`src/rtl/palette_ram.sv`:
```
// palette_ram: writable colour palette with two registered read ports, a valid/ready
// write port and a post-reset default loader. Define PALETTE_FADE_EN to add a fade stage.
module palette_ram #(
   parameter int IDX_W       = 4,
   parameter int NUM_ENTRIES = 16,
   parameter int COLOR_W     = 24
) (
   input  logic               Clk,
   input  logic               Reset,
`ifdef PALETTE_FADE_EN
   input  logic [3:0]         fade,
`endif
   input  logic [IDX_W-1:0]   rd_addr_a,
   output logic [COLOR_W-1:0] rd_data_a,
   input  logic [IDX_W-1:0]   rd_addr_b,
   output logic [COLOR_W-1:0] rd_data_b,
   input  logic               wr_valid,
   output logic               wr_ready,
   input  logic [IDX_W-1:0]   wr_addr,
   input  logic [COLOR_W-1:0] wr_data,
   output logic               wr_err,
   output logic               init_done
);

   localparam int CH_W = COLOR_W / 3;
   localparam logic [0:0] ST_INIT = 1'b0;
   localparam logic [0:0] ST_RUN  = 1'b1;
   localparam logic [IDX_W:0]   NUM_E    = (IDX_W+1)'(NUM_ENTRIES);
   localparam logic [IDX_W-1:0] LAST_IDX = IDX_W'(NUM_ENTRIES - 1);

   logic [COLOR_W-1:0] mem_q [NUM_ENTRIES];

   logic [0:0]         state_q, state_d;
   logic [IDX_W-1:0]   init_cnt_q, init_cnt_d;
   logic               wr_err_q, wr_err_d;
   logic [COLOR_W-1:0] rd_a_p1_q, rd_a_p1_d;
   logic [COLOR_W-1:0] rd_b_p1_q, rd_b_p1_d;
   logic               mem_we;
   logic [IDX_W-1:0]   mem_waddr;
   logic [COLOR_W-1:0] mem_wdata;
   logic               wr_fire;

   function automatic logic in_range(input logic [IDX_W-1:0] a);
      return {1'b0, a} < NUM_E;
   endfunction

   // Defaults are 8-bit-per-channel; each channel is MSB-aligned into CH_W bits.
   function automatic logic [COLOR_W-1:0] default_color(input logic [IDX_W-1:0] idx);
      logic [23:0]        raw;
      logic [COLOR_W-1:0] res;
      int                 src;
      case (32'(idx))
         0:       raw = 24'hFF00FF;
         1:       raw = 24'h000000;
         2:       raw = 24'hFFFFFF;
         3:       raw = 24'h313129;
         4:       raw = 24'h5A5A52;
         5:       raw = 24'h848C73;
         6:       raw = 24'h840000;
         7:       raw = 24'hFF0000;
         8:       raw = 24'h848400;
         9:       raw = 24'hFFFF00;
         10:      raw = 24'hA5AD94;
         11:      raw = 24'h0084FF;
         12:      raw = 24'h0042BD;
         default: raw = 24'h000000;
      endcase
      res = '0;
      for (int ch = 0; ch < 3; ch++) begin
         for (int b = 0; b < CH_W; b++) begin
            src = b + 8 - CH_W;
            if (src >= 0) res[ch*CH_W + b] = raw[ch*8 + src];
         end
      end
      return res;
   endfunction

`ifdef PALETTE_FADE_EN
   function automatic logic [COLOR_W-1:0] fade_color(input logic [COLOR_W-1:0] c,
                                                     input logic [3:0] f);
      logic [COLOR_W-1:0] res;
      logic [CH_W+3:0]    prod;
      for (int ch = 0; ch < 3; ch++) begin
         prod = (CH_W+4)'(c[ch*CH_W +: CH_W]) * (CH_W+4)'({1'b0, f} + 5'd1);
         res[ch*CH_W +: CH_W] = CH_W'(prod >> 4);
      end
      return res;
   endfunction
`endif

   assign wr_fire = (state_q == ST_RUN) && wr_valid;

   // Stage p1: FSM, memory write select and registered reads with write-first bypass
   always_comb begin
      state_d    = state_q;
      init_cnt_d = init_cnt_q;
      wr_err_d   = 1'b0;
      mem_we     = 1'b0;
      mem_waddr  = init_cnt_q;
      mem_wdata  = default_color(init_cnt_q);
      rd_a_p1_d  = '0;
      rd_b_p1_d  = '0;
      case (state_q)
         ST_INIT: begin
            mem_we     = 1'b1;
            init_cnt_d = init_cnt_q + IDX_W'(1);
            if (init_cnt_q == LAST_IDX) state_d = ST_RUN;
         end
         default: begin
            if (wr_fire) begin
               if (in_range(wr_addr)) begin
                  mem_we    = 1'b1;
                  mem_waddr = wr_addr;
                  mem_wdata = wr_data;
               end else begin
                  wr_err_d = 1'b1;
               end
            end
            if (in_range(rd_addr_a)) rd_a_p1_d = mem_q[rd_addr_a];
            if (in_range(rd_addr_b)) rd_b_p1_d = mem_q[rd_addr_b];
            if (mem_we && (wr_addr == rd_addr_a)) rd_a_p1_d = wr_data;
            if (mem_we && (wr_addr == rd_addr_b)) rd_b_p1_d = wr_data;
         end
      endcase
   end

   always_ff @(posedge Clk) begin
      if (Reset) begin
         state_q    <= ST_INIT;
         init_cnt_q <= '0;
         wr_err_q   <= 1'b0;
         rd_a_p1_q  <= '0;
         rd_b_p1_q  <= '0;
      end else begin
         state_q    <= state_d;
         init_cnt_q <= init_cnt_d;
         wr_err_q   <= wr_err_d;
         rd_a_p1_q  <= rd_a_p1_d;
         rd_b_p1_q  <= rd_b_p1_d;
      end
   end

   // Storage is not reset; the INIT sequencer rewrites every entry.
   always_ff @(posedge Clk) begin
      if (!Reset && mem_we) mem_q[mem_waddr] <= mem_wdata;
   end

`ifdef PALETTE_FADE_EN
   // Stage p2: fade scaling, with fade sampled alongside the read address
   logic [3:0]         fade_p1_q;
   logic [COLOR_W-1:0] rd_a_p2_q, rd_a_p2_d;
   logic [COLOR_W-1:0] rd_b_p2_q, rd_b_p2_d;

   always_comb begin
      rd_a_p2_d = fade_color(rd_a_p1_q, fade_p1_q);
      rd_b_p2_d = fade_color(rd_b_p1_q, fade_p1_q);
   end

   always_ff @(posedge Clk) begin
      if (Reset) begin
         fade_p1_q <= '0;
         rd_a_p2_q <= '0;
         rd_b_p2_q <= '0;
      end else begin
         fade_p1_q <= fade;
         rd_a_p2_q <= rd_a_p2_d;
         rd_b_p2_q <= rd_b_p2_d;
      end
   end

   assign rd_data_a = rd_a_p2_q;
   assign rd_data_b = rd_b_p2_q;
`else
   assign rd_data_a = rd_a_p1_q;
   assign rd_data_b = rd_b_p1_q;
`endif

   assign wr_ready  = (state_q == ST_RUN);
   assign init_done = (state_q == ST_RUN);
   assign wr_err    = wr_err_q;

endmodule

```
`config.mk`:
```
export PLATFORM = sky130hd
export DESIGN_NAME = palette_ram
export DESIGN_NICKNAME = d
export VERILOG_FILES = /design/src/rtl/palette_ram.sv
export SDC_FILE = /design/constraint.sdc
export NUM_CORES = 1
export LEC_CHECK = 0
export ABC_AREA = 1
export CAP_MARGIN = 20
export CELL_PAD_IN_SITES_DETAIL_PLACEMENT = 1
export CELL_PAD_IN_SITES_GLOBAL_PLACEMENT = 2
export CORE_UTILIZATION = 38
export DETAILED_ROUTE_END_ITERATION = 8
export HOLD_SLACK_MARGIN = 0.15
export PLACE_DENSITY_LB_ADDON = 0.3
export SLEW_MARGIN = 10
export SYNTH_ARGS = -nofsm -noshare
export SYNTH_HDL_FRONTEND = slang
export SYNTH_SLANG_ARGS = --single-unit
export TNS_END_PERCENT = 50
```
`constraint.sdc`:
```
create_clock -name Clk -period 4.7 [get_ports Clk]
set_clock_uncertainty 0.15 [all_clocks]
set_input_delay 0.94 -clock Clk [delete_from_list [all_inputs] [get_ports Clk]]
set_output_delay 0.94 -clock Clk [all_outputs]
set_load 0.1 [all_outputs]
```
==> results.sh, run 1 <==
# physical design summary
export IMPL_place_ws_ps=809
export IMPL_synthTopCellsByCount="nand2_1 (881), nand3_1 (688), inv_1 (437)"
export IMPL_grt_pass1_vias=21900
export IMPL_yosys_area_mm2=0.0236
export IMPL_cts_root_buf="clkbuf_16"
export IMPL_cts_resized=0
export IMPL_tool_warnings=34
export IMPL_slowest_delay_ps=1270
export IMPL_buffers=158
export IMPL_area_growth_syn_to_layout_pct=14.7
export IMPL_pin_count=90
export IMPL_clockNetworkAreaShare_pct=6.19
export IMPL_max_slew_margin_pct=29.6
export IMPL_grt_busiest_layer="met2"
export IMPL_crit_buf_inv=1
export IMPL_worst_ep_arrival_time_ps=2700
export IMPL_wl_met1_mm=39.6
export IMPL_sh_comb_area_pct=30.7
export IMPL_hpwl_mm=54.4
export IMPL_first_pass_iters=5
export IMPL_ys_sh_adder_pct=0.370
export IMPL_gp_congestion=0.828
export IMPL_final_layout_size_suffix_gt1_share_pct=6.97
export IMPL_max_cap_viol_count=0
export IMPL_dr_wl_met3_mm=4.75
export IMPL_end_kind="output port"
export IMPL_rr_startpoint="init_done$_SDFF_PP0_"
export IMPL_clk_path_buf_depth=3
export IMPL_nWellTaps=837
export IMPL_synthCells=2914
export IMPL_layout_nonclk_buf_share_pct=5.52
export IMPL_crit_type="register to output port"
export IMPL_met2WireLength_mm=44.2
export IMPL_crit_slowest_cell="clkdlybuf4s50_1"
export IMPL_period_used_pct=80.5
export IMPL_postCtsSetupBuffers=0
export IMPL_crit_start="init_done$_SDFF_PP0_"
export IMPL_status="completed"
export IMPL_synth_seq_share_pct=54.4
export IMPL_clkSinkCount=451
export IMPL_n_antenna_cell=1
export IMPL_yosys_area_share_simple_pct=32.0
export IMPL_edf_count=384
export IMPL_met1_usage_pct=37.8
export IMPL_nets=2986
export IMPL_chip_area_mm2=0.0632
export IMPL_seqCellArea_mm2=0.0129
export IMPL_top_logic_kind="simple AND/OR/NAND/NOR gates"
export IMPL_p_comb_mw=1.24
export IMPL_setup_ws_ps=915
export IMPL_io_buffers=88
export IMPL_synthTopCellsByArea="edfxtp_1 (49%), nand3_1 (15%), nand2_1 (14%)"
export IMPL_critPathLaunchType="register"
export IMPL_worstHoldStart="init_cnt_q[3]$_SDFFE_PP0N_"
export IMPL_mi_logic_area_mm2=0.00833
export IMPL_setup_viol=0
export IMPL_wl_mm=92.1
export IMPL_grt_overflow=0
export IMPL_path_delay_family="buffers and inverters"
export IMPL_yosysWarnings=0
export IMPL_yosys_cells=2914
export IMPL_synth_top_cell_by_count="nand2_1"
export IMPL_synth_main_ff_cell="edfxtp_1"
export IMPL_hold_end="init_done$_SDFF_PP0_"
export IMPL_hold_path_class="register to register"
export IMPL_fill_cells=7309
export IMPL_crit_chain="clkdlybuf4s50_1"
export IMPL_ys_async_sr_fraction_pct=0
export IMPL_p_leak_nw=11.7
export IMPL_crit_fanout=13
export IMPL_via_per_inst=5.47
export IMPL_clockBufferCount=77
export IMPL_drtAntennaViolNets=0
export IMPL_p_per_area_mw_per_mm2=362
export IMPL_p_int_mw=7.12
export IMPL_largest_area_cell="edfxtp_1"
export IMPL_synthXorXnorAreaFrac_pct=0.0688
export IMPL_critPathCapture="init_done"
export IMPL_cp_required_ps=3610
export IMPL_reg2reg_depth=7
export IMPL_dominant_power_group="registers"
export IMPL_cts_buffers_inserted=51
run 1: stage by stage:
stage	total power [mW]	std cells	hold slack [ps]	cell area [µm²]	util [%]
finish	9.82	3821	388	27100	44.0
global route	10.1	3820	423	27100	44.0
CTS	9.86	3820	393	27100	44.0
detailed placement	5.84	3724	382	25400	41.3
global placement	5.81	3723	389	25400	41.3
floorplan	5.30	2914	331	23600	-
run 1: state kept, by name (all words and copies together) (netlist names), named ones only:
| register | flops |
|---|---|
| rd_data_a | 24 |
| init_cnt_q | 4 |
| mem_q | 384 |
| init_done | 1 |
| rd_data_b | 24 |
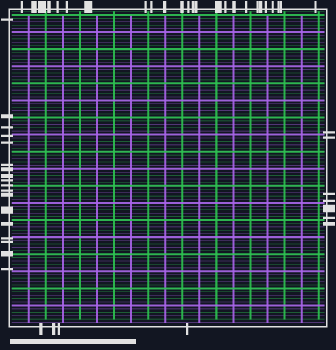
Figure 1: run 1, power grid.
The bar under the picture is 100 µm long. Pins as bars on the die edge.
net	colour
VSS	purple
VDD	green
met4 straps	18
rows	91
core area: 0.0616 mm²
Chip Width: 251 µm
Die Ht: 251 µm
worst vdd ir: 0.250 mV

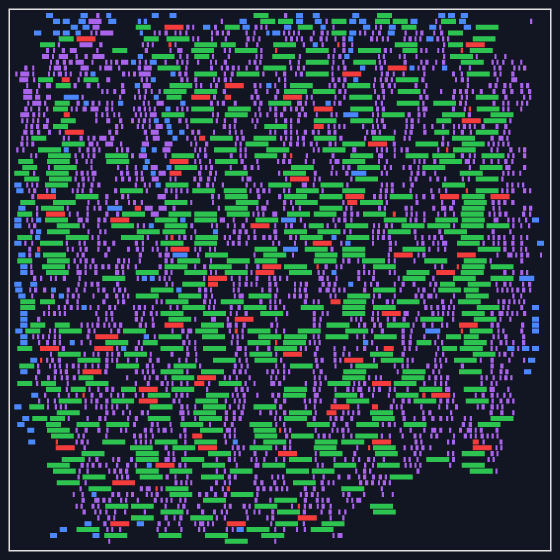
Figure 2: run 1, cells coloured by class.
class	colour	cells	share of their area
combinational and other logic	purple	2278	38%
clock drivers and dummy loads	red	96	6.4%
other buffers and delay cells	blue	158	5.7%
flops	green	451	49%
sequential cell area share: 47.5%
post-route cell area: 0.0271 mm²
final core occ: 44.0%
# rows: 91

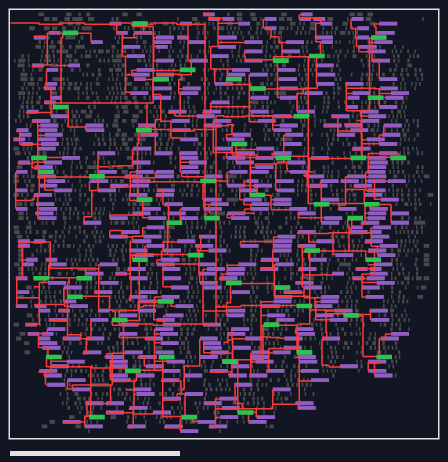
Figure 3: run 1, routed clock nets over the placement.
The bar under the picture is 100 µm long.
[clock drivers] green | count: 51
[flip-flops] purple | count: 451
[clock wires] red | length: 6470 µm
routed clock nets	52
Clock power frac: 41.3%
Latency at later pin: 610 ps
clock network power: 4.06 mW

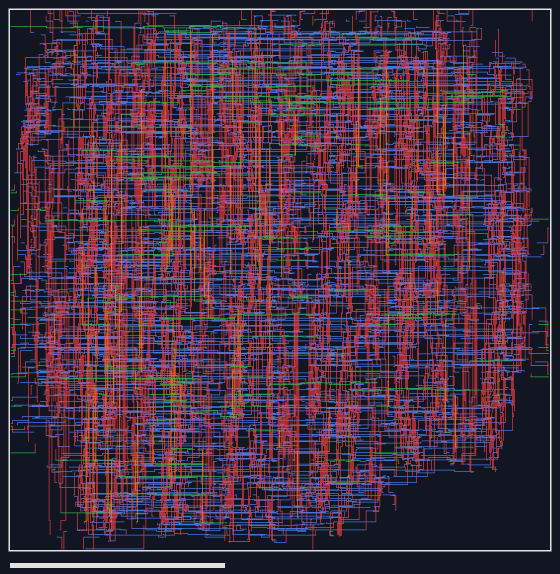
Figure 4: run 1, wiring by layer.
The bar under the picture is 100 µm long.
layer	colour	wire length
metal 3	green	4750 µm
metal 2	red	44.2 mm
metal 1	blue	39.6 mm
metal 4	orange	3530 µm
WL per Instance: 24.1 µm
via count: 20900
Tot GR Track Use: 29.1%

Figure 5. Clock nets (run 1).
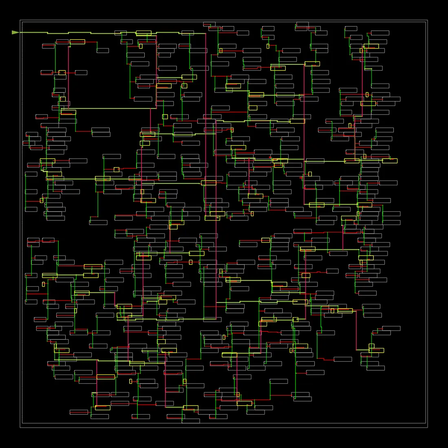

--- run 2 (diff from run 1) ---
clock period = 3.5 ns   (was 4.7 ns; I/O delays follow)
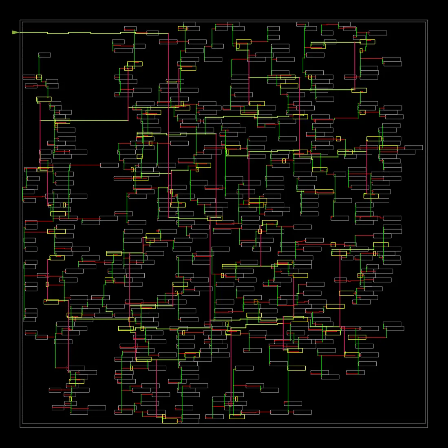
Figure 6: run 2, clock nets.
clkbuf count: 69
total CTS buffers: 52
clock sink count: 451

==> run 2 against run 1 <==
Compared with the run above:
- hold slack gained 7.3 ps
- sequential share of layout area is 0.94 points lower
- core utilization grew 0.89 points
- sequential cell count is the same
- register-to-register slack got worse by 580 ps
- cell area rose by 2.0%
- power increased by 39%
- global-route usage is essentially flat
- first-iteration DRC count grew 1.2%
- die size unchanged
- largest cell class unchanged
- largest power group unchanged
==> results.sh, run 2 <==
# physical design summary
export IMPL_p_per_area_mw_per_mm2=493
export IMPL_nets=3016
export IMPL_max_slew_margin_pct=44.2
export IMPL_dp_cells=3753
export IMPL_period_used_pct=76.9
export IMPL_final_layout_size_suffix_gt1_share_pct=9.62
export IMPL_worst_ep_arrival_time_ps=3080
export IMPL_largest_reg_flops=384
export IMPL_critPathLaunchType="input port"
export IMPL_synthTopCellsByCount="nand2_1 (881), nand3_1 (688), inv_1 (437)"
export IMPL_use_met2_pct=50.0
export IMPL_status="completed"
export IMPL_fp_row_count=91
export IMPL_crit_type="input port to register"
export IMPL_clockPowerShare_pct=43.0
export IMPL_hold_end="init_done$_SDFF_PP0_"
export IMPL_setup_ws_ps=809
export IMPL_worstSkewPairLatency_ps=610
export IMPL_vias=21000
export IMPL_max_cap_viol_count=0
export IMPL_cts_root_buf="clkbuf_16"
export IMPL_die_w_um=251
export IMPL_io_buffers=88
export IMPL_drtAntennaViolNets=0
export IMPL_worstHoldStart="init_cnt_q[3]$_SDFFE_PP0N_"
export IMPL_die_height_um=251
export IMPL_chip_area_mm2=0.0632
export IMPL_yosys_area_mm2=0.0236
export IMPL_cts_resized=0
export IMPL_finalPower_mw=13.6
export IMPL_n_antenna_cell=0
export IMPL_cp_required_ps=3890
export IMPL_grt_pass1_vias=22100
export IMPL_finish_utilization_pct=44.9
export IMPL_synth_top_cell_by_count="nand2_1"
export IMPL_fill_cells=7273
export IMPL_postCtsHoldBufs=0
export IMPL_ys_async_sr_fraction_pct=0
export IMPL_p_leak_nw=12.1
export IMPL_synthTopCellsByArea="edfxtp_1 (49%), nand3_1 (15%), nand2_1 (14%)"
export IMPL_area_growth_syn_to_layout_pct=17.0
export IMPL_synth_main_ff_cell="edfxtp_1"
export IMPL_setup_viol=0
export IMPL_powerClk_mw=5.86
export IMPL_postCtsSetupBuffers=0
export IMPL_grt_busiest_layer="met2"
export IMPL_yosysWarnings=0
export IMPL_critPathCapture="rd_data_a[14]$_SDFF_PP0_"
export IMPL_holdPathStages=2
export IMPL_clk_path_buf_depth=3
export IMPL_whs_ps=395
export IMPL_tool_warnings=36
export IMPL_reg2reg_depth=8
export IMPL_yosys_cells=2914
export IMPL_antenna_found_initial=0
export IMPL_place_ws_ps=199
export IMPL_met1_usage_pct=37.0
export IMPL_rr_startpoint="init_done$_SDFF_PP0_"
export IMPL_dr_wl_met3_mm=5.74
export IMPL_wl_mm=91.9
export IMPL_top_register="mem_q"
export IMPL_crit_start="wr_valid"
export IMPL_core_mm2=0.0616
export IMPL_postPlaceCellArea_mm2=0.0259
export IMPL_pin_count=90
export IMPL_gp_congestion=0.828
export IMPL_fin_cells=3851
export IMPL_seqCellArea_mm2=0.0129
export IMPL_final_area_mm2=0.0277
export IMPL_p_int_mw=10.0
export IMPL_end_kind="register"
export IMPL_fmax_mhz=372
export IMPL_synth_seq_share_pct=54.4
export IMPL_edf_count=384
export IMPL_crit_fanout=25
export IMPL_track_usage_pct=29.1
export IMPL_wire_per_inst_um=23.9
export IMPL_largest_area_cell="edfxtp_1"
export IMPL_p_comb_mw=1.70
export IMPL_via_per_inst=5.46
export IMPL_hpwl_mm=55.1
export IMPL_wl_met1_mm=38.1
export IMPL_hold_path_class="register to register"
export IMPL_mi_logic_area_mm2=0.00833
export IMPL_ir_worst_vdd_mv=0.340
## run 2: area by class of cell
| class | count | share of cell area (%) |
|---|---|---|
| clock buffer | 69 | 5.16 |
| tap | 837 | 3.79 |
| timing repair buffer | 187 | 6.92 |
| inverter | 446 | 6.10 |
| multi-input combinational | 1832 | 30.1 |
| clock inverter | 29 | 1.40 |
| sequential | 451 | 46.5 |
## run 2: cell families after synthesis
logic type / share of synthesized area, %
AND-OR/OR-AND: 2.32
XOR/XNOR: 0.0688
adder cells (fa/ha/maj): 0.370
AND/OR/NAND/NOR: 32.0
buffers and inverters: 10.8
flip-flops: 54.4
other: 0.0159
## run 2: worst max-delay path, stage by stage
cell,delay (ps)
clkdlybuf4s50_1,550
nand2_4,250
buf_4,340
nand2_1,280
o21ai_1,520
inv_1,130
nand3_1,120
nand2_1,50
nor2_1,110
Figure 7. Power grid (run 2).
The bar under the picture is 100 µm long. Pins as bars on the die edge.
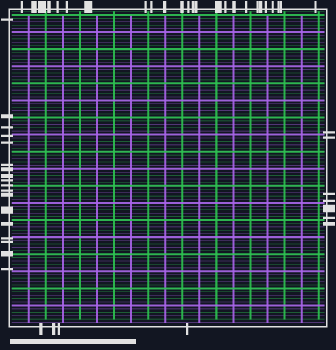

--- run 3 (diff from run 2) ---
clock period = 2.7 ns   (was 3.5 ns; I/O delays follow)
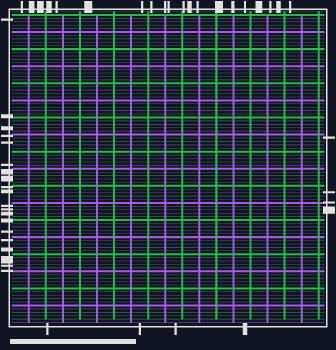
Figure 8: run 3, power grid.
The bar under the picture is 100 µm long. Pins as bars on the die edge.
net	colour
VDD	green
VSS	purple
met5 straps	18
met1 rails	92
signal pins	90
met4 straps	18
rows	91
worst vdd ir: 0.509 mV

==> run 3 against run 2 <==
Compared with the run above:
- core utilization is 1.0 points higher
- sequential cell count stayed put
- power increased by 27%
- non-clock buffer count increased by 40
- count of clock-buffer cells in the layout is 8 lower
- die size did not move
- synthesized cell count did not move
- hold slack worse by 7.7 ps
- setup slack worse by 440 ps
- cell count is 0.96% higher
- via count rose by 0.38%
- area after synthesis unchanged
==> results.sh, run 3 <==
# physical design summary
export IMPL_powerClk_mw=7.12
export IMPL_holdPathStages=2
export IMPL_met2WireLength_mm=44.7
export IMPL_setup_ws_ps=369
export IMPL_crit_slowest_cell="dfxtp_2"
export IMPL_p_comb_mw=2.36
export IMPL_fin_cells=3888
export IMPL_cpMostUsedCell="buf_4"
export IMPL_die_height_um=251
export IMPL_tool_warnings=33
export IMPL_wl_met1_mm=37.8
export IMPL_clkSinkCount=451
export IMPL_period_used_pct=86.3
export IMPL_top_logic_kind="simple AND/OR/NAND/NOR gates"
export IMPL_antenna_found_initial=0
export IMPL_synthAoiAreaFrac_pct=2.32
export IMPL_synth_seq_share_pct=54.4
export IMPL_gp_congestion=0.836
export IMPL_synthTopCellsByCount="nand2_1 (881), nand3_1 (688), inv_1 (437)"
export IMPL_wl_mm=91.5
export IMPL_p_per_area_mw_per_mm2=613
export IMPL_postPlaceCellArea_mm2=0.0266
export IMPL_vias=21100
export IMPL_nets=3055
export IMPL_largest_reg_flops=384
export IMPL_crit_type="register to output port"
export IMPL_setup_viol=0
export IMPL_path_delay_family="flip-flops"
export IMPL_drtAntennaViolNets=0
export IMPL_whs_ps=387
export IMPL_critPathLaunchType="register"
export IMPL_hpwl_mm=57.4
export IMPL_cts_buffers_inserted=51
export IMPL_edf_count=384
export IMPL_finalPower_mw=17.3
export IMPL_critPathCapture="init_done"
export IMPL_cts_root_buf="clkbuf_16"
export IMPL_p_int_mw=12.7
export IMPL_yosys_area_mm2=0.0236
export IMPL_p_leak_nw=12.4
export IMPL_ys_async_sr_fraction_pct=0
export IMPL_pin_count=90
export IMPL_postCtsSetupBuffers=0
export IMPL_max_slew_margin_pct=54.2
export IMPL_use_met2_pct=50.1
export IMPL_n_antenna_cell=0
export IMPL_place_ws_ps=-146
export IMPL_dr_wl_met3_mm=6.03
export IMPL_area_growth_syn_to_layout_pct=19.7
export IMPL_grt_pass1_vias=22300
export IMPL_crit_fanout=9
export IMPL_synth_main_ff_cell="edfxtp_1"
export IMPL_final_area_mm2=0.0283
export IMPL_crit_start="init_done$_SDFF_PP0_"
export IMPL_largest_area_cell="edfxtp_1"
export IMPL_cp_required_ps=2010
export IMPL_fmax_mhz=429
export IMPL_mux_share_pct=0
export IMPL_slowest_delay_ps=530
export IMPL_via_per_inst=5.43
export IMPL_fp_row_count=91
export IMPL_clk_path_buf_depth=3
export IMPL_first_pass_iters=5
export IMPL_worstHoldStart="init_cnt_q[3]$_SDFFE_PP0N_"
export IMPL_crit_buf_inv=2
export IMPL_met1_usage_pct=36.7
export IMPL_reg2reg_depth=8
export IMPL_rr_startpoint="init_done$_SDFF_PP0_"
export IMPL_end_kind="output port"
export IMPL_fill_cells=7238
export IMPL_grt_busiest_layer="met2"
export IMPL_chip_area_mm2=0.0632
export IMPL_dp_cells=3793
export IMPL_grt_overflow=0
export IMPL_worst_ep_arrival_time_ps=1640
export IMPL_io_buffers=88
export IMPL_synth_top_cell_by_count="nand2_1"
export IMPL_crit_chain="buf_4 > buf_4"
export IMPL_status="completed"
export IMPL_top_register="mem_q"
export IMPL_track_usage_pct=29.0
[run 3: netlist changes by cell type in the layout (fill, tap and decap cells not counted), moves of 2 or more]
cell       previous run  this run
clkinv_8              0         2
nor3_2               10         2
nor3_4                0         8
clkbuf_16            53        51
clkinv_2              8        12
clkinv_1              8        11
buf_12               35        67
bufinv_16             9         6
clkbuf_1             12         6
buf_4               116       124
[run 3: layout make-up]
type                            instances  area [µm²]  share of cell area (%)
Sequential cell                       451       12900                    45.5
Inverter                              446        1690                    5.96
Clock inverter                         34         352                    1.24
Tap cell                              837        1050                    3.70
Multi-Input combinational cell       1832        8380                    29.6
Timing Repair Buffer                  227        2620                    9.24
Clock buffer                           61        1350                    4.78
[run 3: worst min-delay path, stage by stage (launching register included)]
cell and delay, ps:
dfxtp_1 350, nand3_1 80, a21oi_1 60
No activity file was given, so power comes from the tool's default toggle rates.
